--- config.mk ---
export PLATFORM = sky130hd
export DESIGN_NAME = fitness_session_ctrl
export DESIGN_NICKNAME = d
export VERILOG_FILES = /design/src/rtl/fitness_pkg.sv /design/src/rtl/fitness_seq_mult.sv /design/src/rtl/fitness_session_ctrl.sv
export SDC_FILE = /design/constraint.sdc
export NUM_CORES = 1
export LEC_CHECK = 0
export ABC_AREA = 1
export CORE_MARGIN = 3
export CORE_UTILIZATION = 30
export DETAILED_ROUTE_END_ITERATION = 8
export DONT_BUFFER_PORTS = 1
export GPL_TIMING_DRIVEN = 0
export SYNTH_ARGS = -nofsm -noshare
export SYNTH_HDL_FRONTEND = slang
export SYNTH_SLANG_ARGS = --single-unit
export TNS_END_PERCENT = 10
--- constraint.sdc ---
create_clock -name clk -period 2.3 [get_ports clk]
set_input_delay 0.46 -clock clk [delete_from_list [all_inputs] [get_ports clk]]
set_output_delay 0.46 -clock clk [all_outputs]
set_load 0.01 [all_outputs]
--- src/rtl/fitness_pkg.sv ---
// Shared definitions for the fitness session controller.
//   - activity encodings (ACT_NONE/RUN/WALK/CYCLE), matching the act_sel port
//   - MET multipliers per activity (5/8/10)
//   - controller state encoding
//   - datapath widths (SEC_W, CAL_W, WM_W)
//   - met_weight(): MET x weight as a 12-bit product
package fitness_pkg;

  localparam int SEC_W = 8;
  localparam int CAL_W = 24;
  localparam int WM_W  = 12;

  localparam logic [1:0] ACT_NONE  = 2'b00;
  localparam logic [1:0] ACT_RUN   = 2'b01;
  localparam logic [1:0] ACT_WALK  = 2'b10;
  localparam logic [1:0] ACT_CYCLE = 2'b11;

  localparam logic [3:0] MET_RUN   = 4'd5;
  localparam logic [3:0] MET_WALK  = 4'd8;
  localparam logic [3:0] MET_CYCLE = 4'd10;

  typedef enum logic [2:0] {
    ST_IDLE   = 3'd0,
    ST_ACTIVE = 3'd1,
    ST_PAUSED = 3'd2,
    ST_CALC   = 3'd3,
    ST_DONE   = 3'd4
  } state_t;

  // Constant multipliers; each reduces to shift-adds:
  // 5w=(w<<2)+w, 8w=w<<3, 10w=(w<<3)+(w<<1). Max 10*255=2550 fits 12 bits.
  function automatic logic [WM_W-1:0] met_weight(input logic [1:0] act,
                                                 input logic [7:0] w);
    logic [WM_W-1:0] wx;
    wx = {4'b0000, w};
    case (act)
      ACT_RUN:   return wx * WM_W'(MET_RUN);
      ACT_WALK:  return wx * WM_W'(MET_WALK);
      ACT_CYCLE: return wx * WM_W'(MET_CYCLE);
      default:   return '0;
    endcase
  endfunction

endpackage

--- src/rtl/fitness_seq_mult.sv ---
// 12x8 sequential shift-add multiplier used for calories = (MET*weight)*seconds.
// Ports:
//   clk, rst      clock, synchronous active-high reset
//   start         one-cycle pulse: capture wm/sec and run the first iteration
//   wm [11:0]     multiplicand (MET * weight)
//   sec [7:0]     multiplier (elapsed seconds), consumed LSB first
//   done          one-cycle pulse on the cycle after the 8th iteration
//   product[23:0] accumulator; final once done is seen, held until next start
// Handshake: start is a fire-and-forget pulse (no ready); the caller must not
// pulse start again until done has been seen. A new start restarts cleanly.
module fitness_seq_mult
  import fitness_pkg::*;
(
  input  logic             clk,
  input  logic             rst,
  input  logic             start,
  input  logic [WM_W-1:0]  wm,
  input  logic [SEC_W-1:0] sec,
  output logic             done,
  output logic [CAL_W-1:0] product
);

  logic [CAL_W-1:0] acc_q;
  logic [CAL_W-1:0] mcand_q;
  logic [SEC_W-1:0] mplier_q;
  logic [2:0]       left_q;   // iterations still to run after the start edge

  always_ff @(posedge clk) begin
    if (rst) begin
      acc_q    <= '0;
      mcand_q  <= '0;
      mplier_q <= '0;
      left_q   <= '0;
      done     <= 1'b0;
    end else begin
      done <= 1'b0;
      if (start) begin
        // The start edge doubles as iteration 0 (bit 0 of sec).
        acc_q    <= sec[0] ? CAL_W'(wm) : '0;
        mcand_q  <= CAL_W'(wm) << 1;
        mplier_q <= sec >> 1;
        left_q   <= 3'd7;
      end else if (left_q != 3'd0) begin
        if (mplier_q[0]) acc_q <= acc_q + mcand_q;
        mcand_q  <= mcand_q << 1;
        mplier_q <= mplier_q >> 1;
        left_q   <= left_q - 3'd1;
        if (left_q == 3'd1) done <= 1'b1;
      end
    end
  end

  assign product = acc_q;

endmodule

--- src/rtl/fitness_session_ctrl.sv ---
// Fitness tracker session controller: arbitrates Run/Walk/Cycle buttons,
// times the current activity with a prescaled one-second tick, supports
// pause/resume, and sequences fitness_seq_mult to compute
// calories = MET * weight * seconds when an activity ends.
// Optional feature macro: AUTO_STOP_EN -- when defined, the tick that brings
// seconds to SEC_MAX ends the activity as if stop were pressed.
// Parameters: CLK_PER_SEC (clocks per second tick, >=1), SEC_MAX (<=255).
// Ports:
//   clk, rst           clock, synchronous active-high reset
//   Run, Walk, Cycle   button pulses (priority Run > Walk > Cycle)
//   stop               end-activity pulse
//   weight [7:0]       user weight in kg, captured on entry to CALC
//   act_sel [1:0]      current activity (00 none, 01 Run, 10 Walk, 11 Cycle)
//   active, paused     timing running / activity paused
//   seconds [7:0]      elapsed seconds of current activity
//   calories [23:0]    last computed calories, held until next result
//   cal_valid          one-cycle pulse when calories updates
//   busy               high while computing (CALC/DONE)
module fitness_session_ctrl
  import fitness_pkg::*;
#(
  parameter int CLK_PER_SEC = 4,
  parameter int SEC_MAX     = 255
) (
  input  logic             clk,
  input  logic             rst,
  input  logic             Run,
  input  logic             Walk,
  input  logic             Cycle,
  input  logic             stop,
  input  logic [7:0]       weight,
  output logic [1:0]       act_sel,
  output logic             active,
  output logic             paused,
  output logic [SEC_W-1:0] seconds,
  output logic [CAL_W-1:0] calories,
  output logic             cal_valid,
  output logic             busy
);

  localparam int PRE_W = (CLK_PER_SEC > 1) ? $clog2(CLK_PER_SEC) : 1;
  localparam logic [PRE_W-1:0] PRE_LAST = PRE_W'(CLK_PER_SEC - 1);
  localparam logic [SEC_W-1:0] SEC_LIM  = SEC_W'(SEC_MAX);

  state_t           state_q, state_d;
  logic [PRE_W-1:0] presc_q;
  logic [1:0]       pend_q;
  logic [2:0]       calc_cnt_q;
  logic [WM_W-1:0]  wm_q;
  logic [1:0]       btn_act;
  logic             own_btn;
  logic             tick;
  logic             set_pend;
  logic             calc_entry;
  logic             mult_start;
  logic             mult_done;
  logic [CAL_W-1:0] product;

  // Button arbitration and per-state decisions.
  always_comb begin
    btn_act = Run  ? ACT_RUN  :
              Walk ? ACT_WALK :
              Cycle ? ACT_CYCLE : ACT_NONE;

    case (act_sel)
      ACT_RUN:   own_btn = Run;
      ACT_WALK:  own_btn = Walk;
      ACT_CYCLE: own_btn = Cycle;
      default:   own_btn = 1'b0;
    endcase

    tick     = (state_q == ST_ACTIVE) && (presc_q == PRE_LAST);
    state_d  = state_q;
    set_pend = 1'b0;

    case (state_q)
      ST_IDLE: if (btn_act != ACT_NONE) state_d = ST_ACTIVE;
      ST_ACTIVE: begin
        if (stop) state_d = ST_CALC;
`ifdef AUTO_STOP_EN
        else if (tick && seconds == SEC_LIM - SEC_W'(1)) state_d = ST_CALC;
`endif
        else if (btn_act != ACT_NONE) begin
          if (btn_act == act_sel) state_d = ST_PAUSED;
          else begin
            state_d  = ST_CALC;
            set_pend = 1'b1;
          end
        end
      end
      ST_PAUSED: begin
        if (stop)         state_d = ST_CALC;
        else if (own_btn) state_d = ST_ACTIVE;
      end
      ST_CALC: if (calc_cnt_q == 3'd7) state_d = ST_DONE;
      ST_DONE: state_d = (pend_q != ACT_NONE) ? ST_ACTIVE : ST_IDLE;
      default: state_d = ST_IDLE;
    endcase

    calc_entry = (state_d == ST_CALC) && (state_q != ST_CALC);
    // The multiplier starts on the first CALC cycle, when seconds already
    // holds its final value (a tick on the exit edge has been applied).
    mult_start = (state_q == ST_CALC) && (calc_cnt_q == 3'd0);
  end

  always_ff @(posedge clk) begin
    if (rst) begin
      state_q    <= ST_IDLE;
      act_sel    <= ACT_NONE;
      pend_q     <= ACT_NONE;
      presc_q    <= '0;
      seconds    <= '0;
      calories   <= '0;
      cal_valid  <= 1'b0;
      calc_cnt_q <= '0;
      wm_q       <= '0;
    end else begin
      state_q   <= state_d;
      cal_valid <= 1'b0;
      case (state_q)
        ST_IDLE: begin
          if (btn_act != ACT_NONE) begin
            act_sel <= btn_act;
            seconds <= '0;
            presc_q <= '0;
          end
        end
        ST_ACTIVE: begin
          presc_q <= tick ? '0 : presc_q + PRE_W'(1);
          if (tick && seconds != SEC_LIM) seconds <= seconds + SEC_W'(1);
          if (set_pend) pend_q <= btn_act;
        end
        ST_CALC: calc_cnt_q <= calc_cnt_q + 3'd1;
        ST_DONE: begin
          if (mult_done) begin
            calories  <= product;
            cal_valid <= 1'b1;
          end
          // Switch: go straight into the pending activity with a fresh timer.
          act_sel <= pend_q;
          pend_q  <= ACT_NONE;
          if (pend_q != ACT_NONE) begin
            seconds <= '0;
            presc_q <= '0;
          end
        end
        default: ;
      endcase
      if (calc_entry) begin
        wm_q       <= met_weight(act_sel, weight);
        calc_cnt_q <= '0;
      end
    end
  end

  fitness_seq_mult u_mult (
    .clk     (clk),
    .rst     (rst),
    .start   (mult_start),
    .wm      (wm_q),
    .sec     (seconds),
    .done    (mult_done),
    .product (product)
  );

  assign active = (state_q == ST_ACTIVE);
  assign paused = (state_q == ST_PAUSED);
  assign busy   = (state_q == ST_CALC) || (state_q == ST_DONE);

endmodule

Figure 1. Routing congestion (run 1).
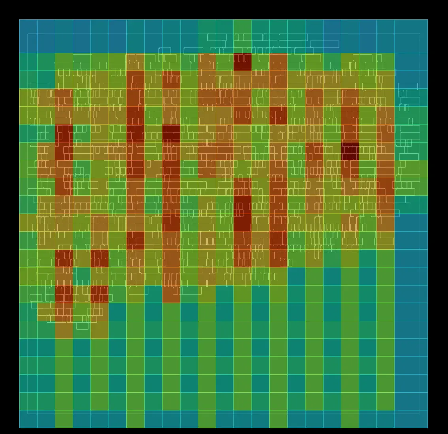
global-route met3 utilization: 0.0383
final standard cell utilization of the core: 0.354
met1 capacity usage during global routing: 0.208
combined global-route utilization of all metal layers: 0.159

Figure 2. Clock network drawn from the DEF (run 1).
Scale: 4 px per µm.
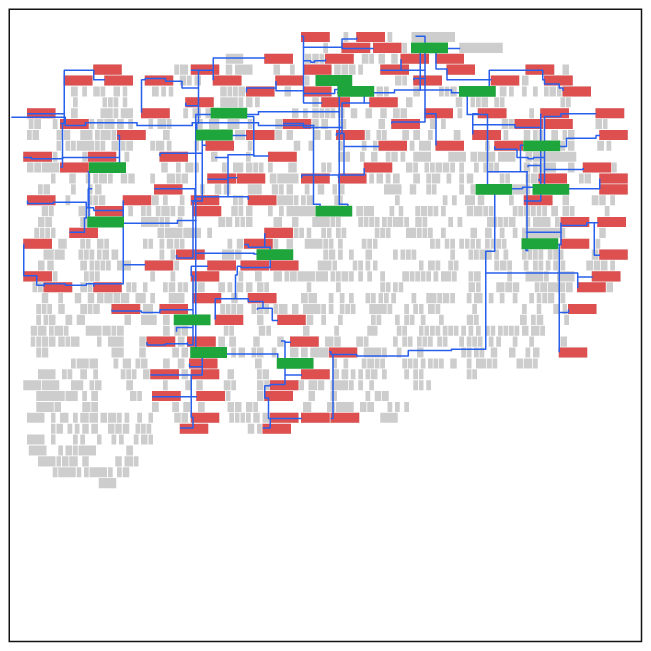
blue -> clock wires  # length 1,700 µm
green -> clock drivers  # count 17
red -> flip-flops  # count 115
routed clock nets = 18

Figure 3. The metal 4 layer (run 1).
Scale: 2 px per µm.
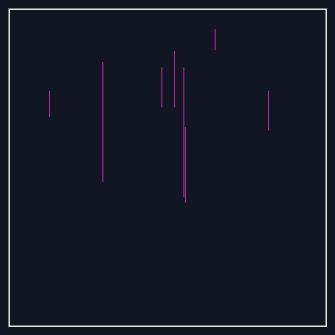
share of all routed wire = 1.3%
main direction = vertical
wire length on this layer = 252 µm
nets with wire on the layer = 4
via count: 6,795
post-detailed-routing wire length: 19,300 µm

==> COMMIT_EDITMSG, run 1 <==
Add synthesis and place-and-route results

- Before antenna repair, the detailed router went through 5 iterations.
* Yosys-reported design area after synthesis: 6910 µm²
* Met2 track demand over resource in global routing: 0.264
* Inserted Clock Buffers: 17
* Register fraction of the total cell area: 0.293
* Most frequent cells in the layout: 333 x nand2_1, 129 x inv_1, 115 x dfxtp_1, 114 x nand3_1, 93 x a21oi_1
- Highest signal layer in the routed design: met4
- In this run the clock root is driven by a clkbuf_16.
- Period utilisation layout: 0.922
* TritonCTS clock tree: built
- Destination of the worst hold path: wm_q[0]
* Setup total negative slack: 0 ns
- In this run the number of cells on the critical path is 13.
- The switching portion of total power comes to 0.313.
* Post-route cell area: 7860 µm²
- Termination of the worst setup path: u_mult.product[13]
- The most critical hold endpoint after final layout shows a slack of 0.216 ns.
* Layer with the highest usage after global routing: met2
- Number of clock sinks: 115
- PostCTS Resize Cnt: 0
- Across all checked pins, the minimum headroom to the slew limit is 0.531.
* DIE HEIGHT: 158 µm
- Ys async rst share: 0
- Unique masters post-synth: 38
- Measured on the final layout, the clock distribution area share stands at 0.0759.
* Row count: 54
- CP required: 2.57 ns
* Startpoint kind of the worst setup timing path: flip-flop
* Met2 wire length: 8940 µm
- Simple-Gate Area Share: 0.341
- Per the GRT congestion report, total overflow comes to 0.
- At the end of routability-driven placement, the weighted congestion stood at 0.876.
* Max-cap check violation count: 0
* Io pins: 52
* Final-layout non-clock buffer area share: 0.0210
- Per the CTS log, the buffer count on the longest clock path is 2.
* Vias per cell: 4.93
- Number of non-filler instances in the completed layout: 1,377
- The cell-mix breakdown from Yosys lists the compound-gate area share as 0.137.
- Power consumed by the clock network: 2.73 mW
- The finished design was reported to have a net count of 1,143.
* Area enclosed by the die boundary: 24,900 µm²
- The number of cells on the worst hold path is listed as 2.
- The final antenna diode tally reported by the flow is 0.
- The floorplan step defined a core boundary enclosing 22,200 µm².
* Worst Setup Path Type: flip-flop to flip-flop
- The leakage component of the power was reported as 3.46 nW.
- Along the critical path, the tally of buffer and inverter instances is 2.
- Leading cell kind: logic gates
- Largest clock skew in the final design: 0.0161 ns
- Number of OpenROAD warnings: 29
- Number of antenna violations at the first check in global routing: 0
- The analysis attributes to net switching a power of 1.93 mW.
- Setup repair after global routing left no endpoint under its margin.
- Of the total power, combinational logic draws 0.203.
* Worst Setup Slack post-DPL: -0.00833 ns
* Slowest Stage Delay on Critical Path: 0.38 ns
- Dominant combinational family: simple AND/OR/NAND/NOR gates
- Total power normalized to cell area comes to 785 nW/µm².
- Number of global-route vias before repair: 6,468
- By count the netlist is led by 333 x nand2_1, 129 x inv_1, 115 x dfxtp_1, 115 x nand3_1, 93 x a21oi_1.
* Average instance area after synthesis: 6.48 µm²
- Of the total synthesized cell area, the portion taken by full adders, half adders and majority gates is 0.0819.
- In this run the post-CTS setup repair buffer count came out at 0.
- Worst-skew pair later-pin latency: 0.42 ns
- In this run, the number of DRC markers left after iteration 0 of detailed routing was 415.
- During tapcell insertion the tool placed 280 well taps.
- Measured in cells, the most critical reg-to-reg path has a length of 13.
- For reference, the final report shows the hold violation count at 0.
* Fill count: 2,425
- Startpoint of the worst register-to-register path: u_mult.mcand_q[1]
- The power report lists the sequential group at 2.19 mW.
* Kind of cell adding the most delay to the critical path: simple AND/OR/NAND/NOR gates
- FFs & Latches: 115
- Nets at Floorplan: 1,124
- The worst register-to-register path ends at u_mult.product[13].
* Run status: finished, final reports clean
- Proportion of netlist area held by the largest area contributor: 0.333
- Entering global routing, the biggest net connects 17 pins.
* Initial Utilization: 0.311
- Launching element of the worst setup path: u_mult.mcand_q[1]
* Internal power summed over all cells: 4.24 mW
- Sequential area share after synthesis: 0.333
- Logic share of the area: 0.500
- Top_reg_cell synth: dfxtp_1
* Count of nets left with antenna violations after detail routing: 0
- According to the timing report, the arrival time at the worst endpoint equals 2.39 ns.
- Ys cells: 1,066
* Standard cell with the maximum stage delay on the critical path: fa_1
- After synthesis, the share of cell area in mux cells is 0.
* Fraction of layout cells with a size suffix above 1: 0.0656
* Met3 routed WL: 876 µm
- Non-CTS buffers: 37
- Total half-perimeter wirelength after legalization and detailed placement: 14,900 µm
* Max frequency: 0.472 GHz
- Max Slew Vio Count: 0
- Reg area: 2300 µm²
- Number of enable flip-flop cells: 0
* Yosys top cell by instances: nand2_1
* Combinational cell power: 1.25 mW
- Final critical delay including setup and external delays: 2.12 ns
- Internal reg-to-reg setup slack: 0.18 ns
- Worst hold path startpoint: weight[0]
- According to the hold report, the worst path is of the input port to flip-flop type.
- IR analysis of the VDD net gives a maximum drop of 0.431 mV.
- The H-tree was split into 4 levels.
- Sequential Power Share: 0.355
- Clock transition at path regs: 0.06 ns
- Area contributors post-synth: dfxtp_1 33%, nand2_1 18%, nand3_1 8.3%
- Syn. warnings: 0
* Maximum fanout along the worst path: 4
- Summing internal, switching and leakage power gives 6.17 mW.
* Element type at the critical path end: flip-flop
- The cell area that synthesis handed to floorplanning was 6910 µm².
- The biggest slice of the total power is consumed by the clock network.
- Most frequent logic cell in the layout: nand2_1
* M1 WL: 9190 µm
- Comb gates: 777
- Summed over all instances, the cell type with the most area after synthesis is dfxtp_1.
- Cell count after synthesis: 1,066
- The area taken by multi-input combinational cells is reported as 3930 µm².
* Critical path's most frequent cell: nand2_1
- Number of hold buffers added after CTS: 0
- DR DRC count: 0
- The placement stage leaves a total instance area of 7260 µm².
* Inst Count DP: 1,346
- Per the synthesis report, the XOR/XNOR share of the synthesized area is 0.00888.
- Number of synthesized register bits: 115
Figure 4. Power grid (run 1).
Scale: 3 px per µm. Pins as bars on the die edge.
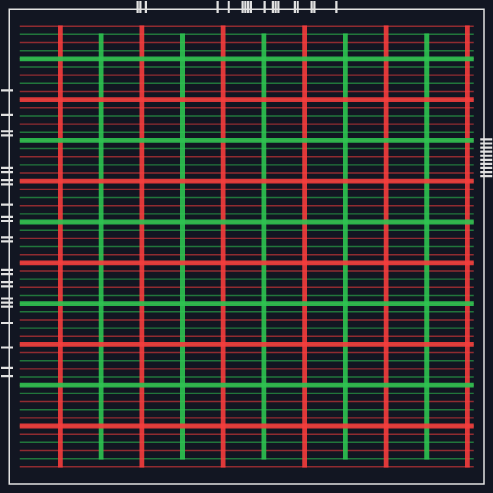

==> run 2: changes to the inputs <==
--- a/config.mk
+++ b/config.mk
@@ -10,7 +10,9 @@
 export CORE_UTILIZATION = 30
 export DETAILED_ROUTE_END_ITERATION = 8
 export DONT_BUFFER_PORTS = 1
+export GPL_ROUTABILITY_DRIVEN = 0
 export GPL_TIMING_DRIVEN = 0
+export PLACE_DENSITY = 0.57
 export SYNTH_ARGS = -nofsm -noshare
 export SYNTH_HDL_FRONTEND = slang
 export SYNTH_SLANG_ARGS = --single-unit
Figure 5. Power grid (run 2).
Scale: 3 px per µm. Pins as bars on the die edge.
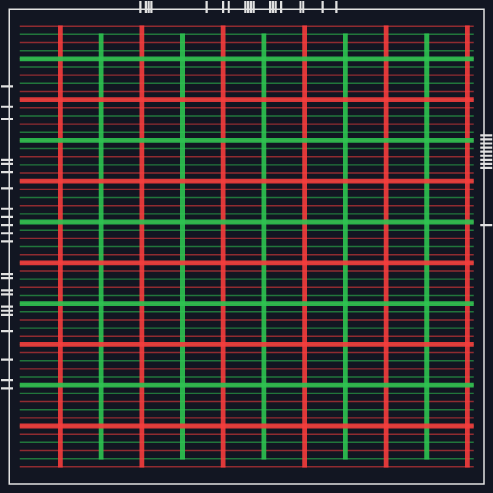
red -> VSS
green -> VDD
met4 straps = 11
met5 straps = 10
met1 rails = 55
signal pins = 52
rows = 54

==> COMMIT_EDITMSG, run 2 <==
Add synthesis and place-and-route results

- Reported leakage power: 3.47 nW (was 3.46 nW)
* Nets at Floorplan: 1,124 (unchanged)
* Unique masters post-synth: 38 (unchanged)
- The largest incremental delay on the critical path came to 0.38 ns (about the same).
* Setup total negative slack: 0 ns (unchanged)
* PostCTS Resize Cnt: 0 (unchanged)
* Clock root buffer: clkbuf_16 (unchanged)
- The power in sequential cells came to 2.19 mW (about the same).
- Area contributors post-synth: dfxtp_1 33%, nand2_1 18%, nand3_1 8.3% (unchanged)
- The peak supply drop is 0.426 mV (was 0.431 mV).
- The depth of the worst register-to-register path was 13 (unchanged).
- The placement-stage cell area was 7260 µm² (unchanged).
- Most frequent cells in the layout: 332 x nand2_1, 129 x inv_1, 115 x dfxtp_1, 114 x nand3_1, 93 x a21oi_1 (was 333 x nand2_1, 129 x inv_1, 115 x dfxtp_1, 114 x nand3_1, 93 x a21oi_1)
- Ys cells: 1,066 (unchanged)
* Max transition margin: 0.542 (was 0.531)
- The number of buffers created by CTS came to 17 (unchanged).
- Max Slew Vio Count: 0 (unchanged)
* Number of OpenROAD warnings: 29 (unchanged)
* Power consumed by the clock network: 2.92 mW (was 2.73 mW)
- Post-Synth AOI/OAI Area: 0.137 (unchanged)
* Maximum fanout along the worst path: 4 (unchanged)
- Max frequency: 0.482 GHz (was 0.472 GHz)
- The fraction of registers with async set or reset after synthesis came to 0 (unchanged).
* DR DRC count: 0 (unchanged)
* Met1 capacity usage during global routing: 0.205 (was 0.208)
* Top_reg_cell synth: dfxtp_1 (unchanged)
- The cell area after layout came to 7920 µm² (was 7860 µm²).
* CTS HTree Levels: 4 (unchanged)
- The overflow left after global routing was 0 (unchanged).
- The post-synthesis sequential area ratio was 0.333 (unchanged).
- Area enclosed by the die boundary: 24,900 µm² (unchanged)
* Syn. warnings: 0 (unchanged)
* Startpoint of the worst register-to-register path: u_mult.product[1] (was u_mult.mcand_q[1])
- The fraction of standard cell area that is sequential was 0.291 (was 0.293).
- The number of fillers in the final layout came to 2,420 (was 2,425).
* Internal reg-to-reg setup slack: 0.22 ns (was 0.18 ns)
- Critical path's most frequent cell: nand2_1 (unchanged)
- The detailed-routing iteration count for the pre-antenna-repair pass came to 5 (unchanged).
- Launching element of the worst setup path: u_mult.product[1] (was u_mult.mcand_q[1])
- TritonCTS clock tree: built (unchanged)
- WHS Path Cells: 2 (unchanged)
- The internal power summed over all cells was 4.38 mW (was 4.24 mW).
* Type of the worst min-delay path: input port to flip-flop (unchanged)
- Comb gates: 777 (unchanged)
* Number of clock sinks: 115 (unchanged)
* Final-layout non-clock buffer area share: 0.0209 (was 0.0210)
- The cell area after technology mapping was 6910 µm² (unchanged).
- The switching portion of total power was 0.310 (was 0.313).
- The number of global-route vias before repair was 6,245 (was 6,468).
* Combinational cell power: 1.25 mW (about the same)
* Simple-Gate Area Share: 0.341 (unchanged)
- The number of top-level design ports is 52 (unchanged).
- Element type at the critical path end: flip-flop (unchanged)
* Total Power Consumption: 6.35 mW (was 6.17 mW)
* FFs & Latches: 115 (unchanged)
- Sequential Power Share: 0.344 (was 0.355)
* Largest clock skew in the final design: 0.0153 ns (was 0.0161 ns)
* Data arrival, critical path: 2.36 ns (was 2.39 ns)
- Combined global-route utilization of all metal layers: 0.159 (about the same)
- Clock transition at path regs: 0.06 ns (about the same)
- Inst Count DP: 1,346 (unchanged)
* End of the worst register-to-register path: u_mult.product[17] (was u_mult.product[13])
- The detailed-route vias per instance was 4.81 (was 4.93).
- Multiplexer fraction of the synthesized cell area: 0 (unchanged)
- Power density of the placed cells: 802 nW/µm² (was 785 nW/µm²)
* Initial drt markers: 382 (was 415)
- Xor and xnor fraction of the mapped netlist area: 0.00888 (unchanged)
- The startpoint of the most critical hold path was weight[0] (unchanged).
- The wire length on met3 is 1030 µm (was 876 µm).
- Final critical delay including setup and external delays: 2.08 ns (was 2.12 ns)
- The hold violation total from the final report is 0 (unchanged).
- The uppermost signal routing layer after detailed routing is met4 (unchanged).
- Number of synthesized register bits: 115 (unchanged)
- The cell type with the largest total area is dfxtp_1 (unchanged).
* Met2 track demand over resource in global routing: 0.262 (was 0.264)
- Final standard cell utilization of the core: 0.356 (was 0.354)
- Combinational power share: 0.196 (was 0.203)
- The maximum buffer depth of the clock tree is 2 (unchanged).
- The final hold slack is 0.225 ns (was 0.216 ns).
- The number of setup buffers added after CTS is 0 (unchanged).
- Proportion of netlist area held by the largest area contributor: 0.333 (unchanged)
- The pin count of the biggest net entering global routing is 17 (unchanged).
- Startpoint kind of the worst setup timing path: flip-flop (unchanged)
- Core area: 22,200 µm² (unchanged)
- Reg area: 2300 µm² (unchanged)
- Yosys top cell by instances: nand2_1 (unchanged)
- Switching power: 1.97 mW (was 1.93 mW)
- The count of nets left with antenna violations after detail routing came to 0 (unchanged).
- The capture endpoint of the worst hold path is wm_q[0] (unchanged).
- The detailed-routing wirelength on met1 is 9070 µm (was 9190 µm).
- Most frequent logic cell in the layout: nand2_1 (unchanged)
- The synthesized area per cell is 6.48 µm² (unchanged).
- Leading cell kind: logic gates (unchanged)
* Standard cell with the maximum stage delay on the critical path: fa_1 (unchanged)
- The fraction of area in multi-input gates is 0.497 (was 0.500).
- Max-cap check violation count: 0 (unchanged)
- Run status: finished, final reports clean (unchanged).
- The met3 routing resource usage after global routing came to 0.0421 (was 0.0383).
- Number of tap cells added at floorplan: 280 (unchanged)
- Termination of the worst setup path: u_mult.product[17] (was u_mult.product[13])
- Number of enable flip-flop cells: 0 (unchanged)
* Worst-skew pair later-pin latency: 0.43 ns (was 0.42 ns)
* Number of diodes: 0 (unchanged)
- Worst Setup Slack post-DPL: -0.0177 ns (was -0.00833 ns)
- Initial Utilization: 0.311 (unchanged)
Figure 6. The metal 4 layer (run 2).
Scale: 2 px per µm.
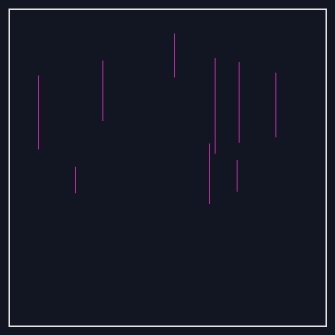
longest straight run = 47.6 µm
main direction = vertical
via count: 6,635
post-detailed-routing wire length: 19,200 µm

Power and IR drop assume default switching activity.
